Fig. 1: run 1, the metal 1 layer
Supply wires on this layer in grey.
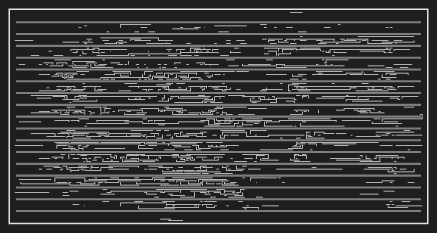
Fig. 2: run 1, met2 routing
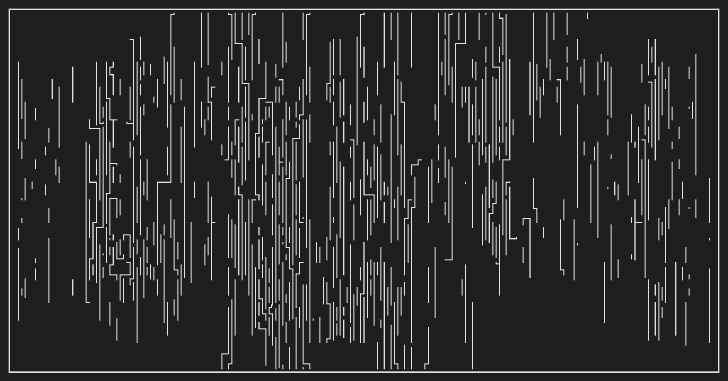
Fig. 3: run 1, signal wires on met3
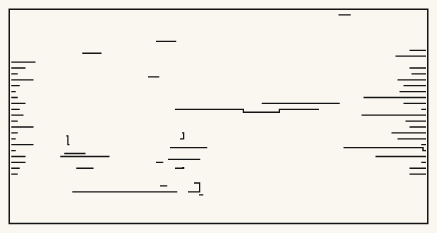
==> config.mk <==
export PLATFORM = sky130hd
export DESIGN_NAME = square_arbiter
export DESIGN_NICKNAME = d
export VERILOG_FILES = /design/src/rtl/square_arbiter.sv
export SDC_FILE = /design/constraint.sdc
export NUM_CORES = 1
export LEC_CHECK = 0
export ABC_AREA = 1
export CORE_ASPECT_RATIO = 0.5
export CORE_UTILIZATION = 41
export DETAILED_ROUTE_END_ITERATION = 6
export MAX_ROUTING_LAYER = met4
export PLACE_DENSITY = 0.8
export RECOVER_POWER = 100
export SYNTH_ARGS = -nofsm -noshare
export SYNTH_HDL_FRONTEND = slang
export SYNTH_SLANG_ARGS = --single-unit
==> constraint.sdc <==
create_clock -name clk -period 1.9 [get_ports clk]
set_input_delay 0.57 -clock clk [delete_from_list [all_inputs] [get_ports clk]]
set_output_delay 0.57 -clock clk [all_outputs]
set_load 0.05 [all_outputs]
==> flow_metrics.tcl, run 1 <==
# implementation run metrics
set metrics [dict create \
    status "complete, no violations" \
    worst_pin_slew_ns 0.623 \
    slowest_stage "clkdlybuf4s15_1" \
    top_cells_by_count "65 x nand2_1, 60 x nor2_1, 40 x nand3_1" \
    clk_pin_slew_ns 0.07 \
    finalNetCount 444 \
    syn_inst 285 \
    fin_crit_ns 1.83 \
    finalSetupViolCount 0 \
    synth_flops 35 \
    p_clk_uw 681 \
    worst_ep_required_time_ns 2.09 \
    cp-start-kind "input pin" \
    cp_top_family "simple AND/OR/NAND/NOR gates" \
    powerDensity_nw_per_um2 1520 \
    pg_seq_mw 1.02 \
    clock_latency_ns 0.29 \
    drt-initial-drc-count 72 \
    gp_congestion 0.845 \
    drive_gt1_share_pct 15.6 \
    synthMuxAreaShare_pct 0 \
    fp_nets 340 \
    cts_buffers 5 \
    fillers 336 \
    cap_violations 0 \
    power_frac_seq_pct 23.1 \
    wl_met2_um 2670 \
    place_ws_ns -0.435 \
    grt.busiest_layer "met2" \
    antenna_found_initial 0 \
    yosys.area_share.aoi_pct 7.37 \
    async_flop_share_pct 0 \
    netlist.area_leader.share_pct 38.6 \
    cts-resized-gates 14 \
    place_area_um2 2740 \
    portBuffers 86 \
    logic_area_um2 990 \
    antenna_cells 0 \
    dr.pass1.iters 4 \
    dr.max_layer_used "met4" \
    final_cells 444 \
    yosysChipArea_um2 1820 \
]
About Fig. 1:
share of all routed wire = 43%
main direction = horizontal
nets with wire on the layer = 387
wire length on this layer = 2300 um
Vias: 2184
wirelength, routed: 5340 um
GR Util met1: 26.0%

About Fig. 2:
longest straight run = 23.8 um
main direction = vertical
share of all routed wire = 50%
nets with wire on the layer = 358
wire length on this layer = 2670 um
M2 GR Usage: 43.3%

About Fig. 3:
longest straight run = 23.9 um
wire length on this layer = 316 um
nets with wire on the layer = 55
main direction = horizontal
met3 Use GR: 4.98%

==> run 1: cells in the final DEF (no fill, tap or decap) <==
cell / instances
a211oi_1: 1
a21oi_1: 5
a31oi_1: 1
buf_12: 4
buf_16: 1
buf_4: 16
bufinv_16: 1
clkbuf_1: 31
clkbuf_2: 2
clkbuf_8: 5
clkdlybuf4s15_1: 3
clkdlybuf4s50_1: 49
clkinv_1: 1
clkinv_2: 1
clkinv_4: 1
dfxtp_1: 33
dfxtp_2: 1
dfxtp_4: 1
dlygate4sd3_1: 1
inv_1: 30
inv_2: 3
inv_4: 2
nand2_1: 58
nand2_2: 9
nand2_4: 1
nand2_8: 3
nand3_1: 37
nand3_2: 5
nand3_4: 1
nor2_1: 58
nor2_2: 4
nor4_1: 1
o21ai_0: 19
xnor2_1: 1
--- run 2 (diff from run 1) ---
Settings changed: GPL_ROUTABILITY_DRIVEN from default to 1.
Fig. 4: run 2, clock wiring as the flow saved it
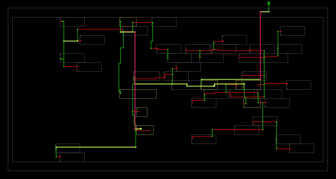
CTS Buf Count: 5
clk_skew: 0.00303 ns
Clock group: 681 uW
number of clock buffers in the layout: 5
Worst-Skew Late Latency: 0.29 ns

==> flow_metrics.tcl, run 2 <==
# implementation run metrics
set metrics [dict create \
    status "complete, no violations" \
    finalNetCount 444 \
    pg_seq_mw 1.02 \
    lay_top_cells "58 x nand2_1, 58 x nor2_1, 49 x clkdlybuf4s50_1" \
    dr.max_layer_used "met4" \
    power_frac_seq_pct 23.1 \
    worst_pin_slew_ns 0.623 \
    syn_inst 285 \
    wl_um 5340 \
    powerDensity_nw_per_um2 1520 \
    drive_gt1_share_pct 15.6 \
    netlist.area_leader.share_pct 38.6 \
    fin_crit_ns 1.83 \
    final_cells 444 \
    logic_area_um2 990 \
    synth_flops 35 \
    antenna_cells 0 \
    vias 2184 \
    place_ws_ns -0.435 \
    finalSetupViolCount 0 \
    cap_violations 0 \
    globalRouteMet1Util_pct 26.0 \
    grtUsageMet2_pct 43.3 \
    dr.pass1.iters 4 \
    place_area_um2 2740 \
    antenna_found_initial 0 \
    grt_use_met3_pct 4.98 \
]
Fig. 5: run 2, met2 routing
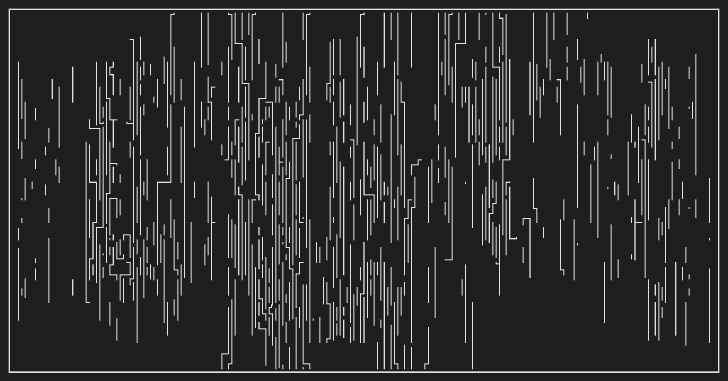
main direction = vertical
longest straight run = 23.8 um

run 2: cell counts after synthesis:
Identical to the previous run, type by type.
run 2: kinds of logic after synthesis:
family | count (synthesis) | synth area share (%)
AOI/OAI and AO/OA | 26 | 7.37
xor gates and xnor gates | 1 | 0.482
buffers and inverters | 48 | 11.4
DFF | 35 | 38.6
and+or+nand+nor | 175 | 42.1
run 2: timing repair:
item	CTS	global route
pin swaps	7	16
cloned	3	0
setup buffers	4	2
gates resized	14	17
endpoints found under the setup margin	13	12
hold buffers	0	0
run 2: area by class of cell:
type,count,share of cell area (%)
Multi-Input combinational cell,204,34.1
Timing Repair Buffer,107,30.5
Sequential cell,35,24.3
Inverter,36,4.83
Clock buffer,5,2.37
Tap cell,54,2.33
Clock inverter,3,1.51
--- run 3 (diff from run 2) ---
Clock period 1.9 ns to 2 ns, I/O delays scaled along.
Fig. 6: run 3, the metal 1 layer
Supply wires on this layer in grey.
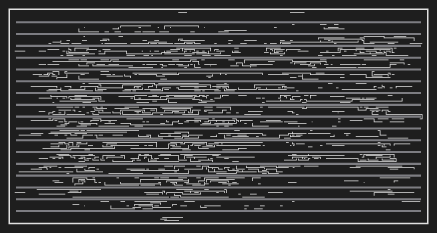
share of all routed wire = 41%
longest straight run = 22.1 um
nets with wire on the layer = 395
GR Util met1: 27.0%
Vias: 2226
wirelength, routed: 5750 um

Fig. 7: run 3, met2 routing
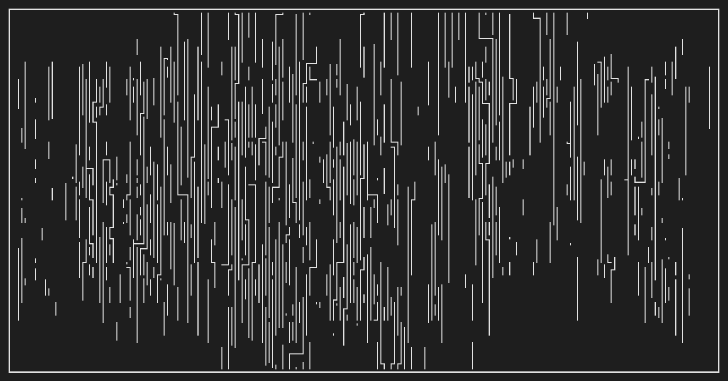
wire length on this layer = 2940 um
main direction = vertical
M2 GR Usage: 45.5%

==> flow_metrics.tcl, run 3 <==
# implementation run metrics
set metrics [dict create \
    status "complete, no violations" \
    top_cells_by_count "65 x nand2_1, 60 x nor2_1, 40 x nand3_1" \
    drt-initial-drc-count 68 \
    dr.max_layer_used "met4" \
    cp_top_family "simple AND/OR/NAND/NOR gates" \
    antenna_cells 0 \
    grt_use_met3_pct 5.61 \
    powerDensity_nw_per_um2 1480 \
    async_flop_share_pct 0 \
    clk_share_pct 3.88 \
    worst_pin_slew_ns 0.622 \
    clock_buffers 5 \
    syn_inst 285 \
    netlist.area_leader.share_pct 38.6 \
    clock_skew_ns 0.00544 \
    fp_nets 340 \
    cts-resized-gates 13 \
    p_clk_uw 647 \
    logic_area_um2 970 \
    holdBufCountCts 0 \
    grt.busiest_layer "met2" \
    nMultiInputCombCells 205 \
    cap_violations 0 \
    finalNetCount 448 \
    final_cells 448 \
    clock_latency_ns 0.29 \
    slowest_stage "dlygate4sd2_1" \
    clk_pin_slew_ns 0.07 \
    dr.pass1.iters 4 \
    bufAreaShareNonClock_pct 31.4 \
    seq_share_pct 24.2 \
    pg_seq_uw 961 \
    cts_buffers 5 \
    place_ws_ns -0.372 \
    drive_gt1_share_pct 14.7 \
]
run 3: kinds of logic (layout without fill, tap and decap cells):
kind of cell / after synthesis / after routing / synth area share [%]
AOI/OAI and AO/OA: 26 / 26 / 7.37
xor gates and xnor gates: 1 / 1 / 0.482
buffers and inverters: 48 / 154 / 11.4
DFF: 35 / 35 / 38.6
and+or+nand+nor: 175 / 178 / 42.1
run 3: through the flow:
| stage | hold WS [ns] | area (um^2) |
|---|---|---|
| final | 0.475 | 2900 |
| after global routing | 0.490 | 2900 |
| after CTS | 0.474 | 3000 |
| after detailed placement | 0.469 | 2720 |
| after global placement | 0.462 | 2720 |
| after floorplan | 0.496 | 1820 |

==> gallery <==
Wiring heat map.
The bar under the picture is 20 um long. 19 x 10 tiles, from dark purple (low) to yellow (high), scaled to the fullest tile. Values are wire area over tile area, all layers added.
Plate I
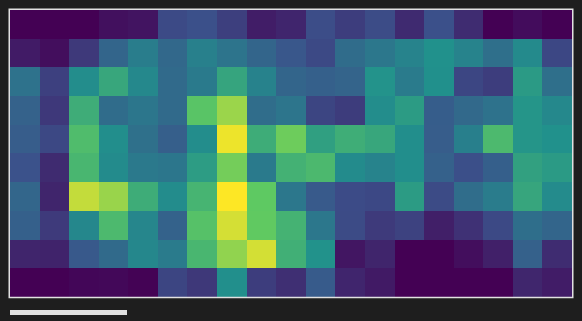
Plate II
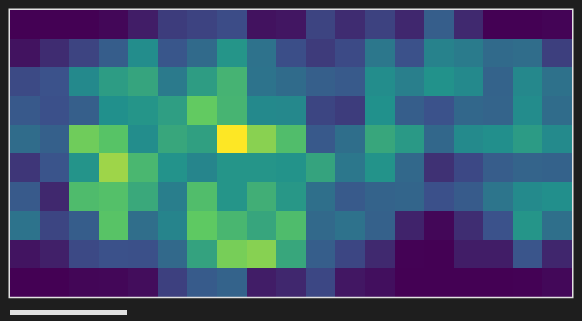
Plate II: run 3
Plate I: run 2

Key to Plate II:
tiles over half the peak = 25%
mean over tiles = 0.20
fullest tile = 0.58
emptiest ninth of the die = bottom right
nearly empty tiles = 10%

Power and IR drop assume default switching activity.
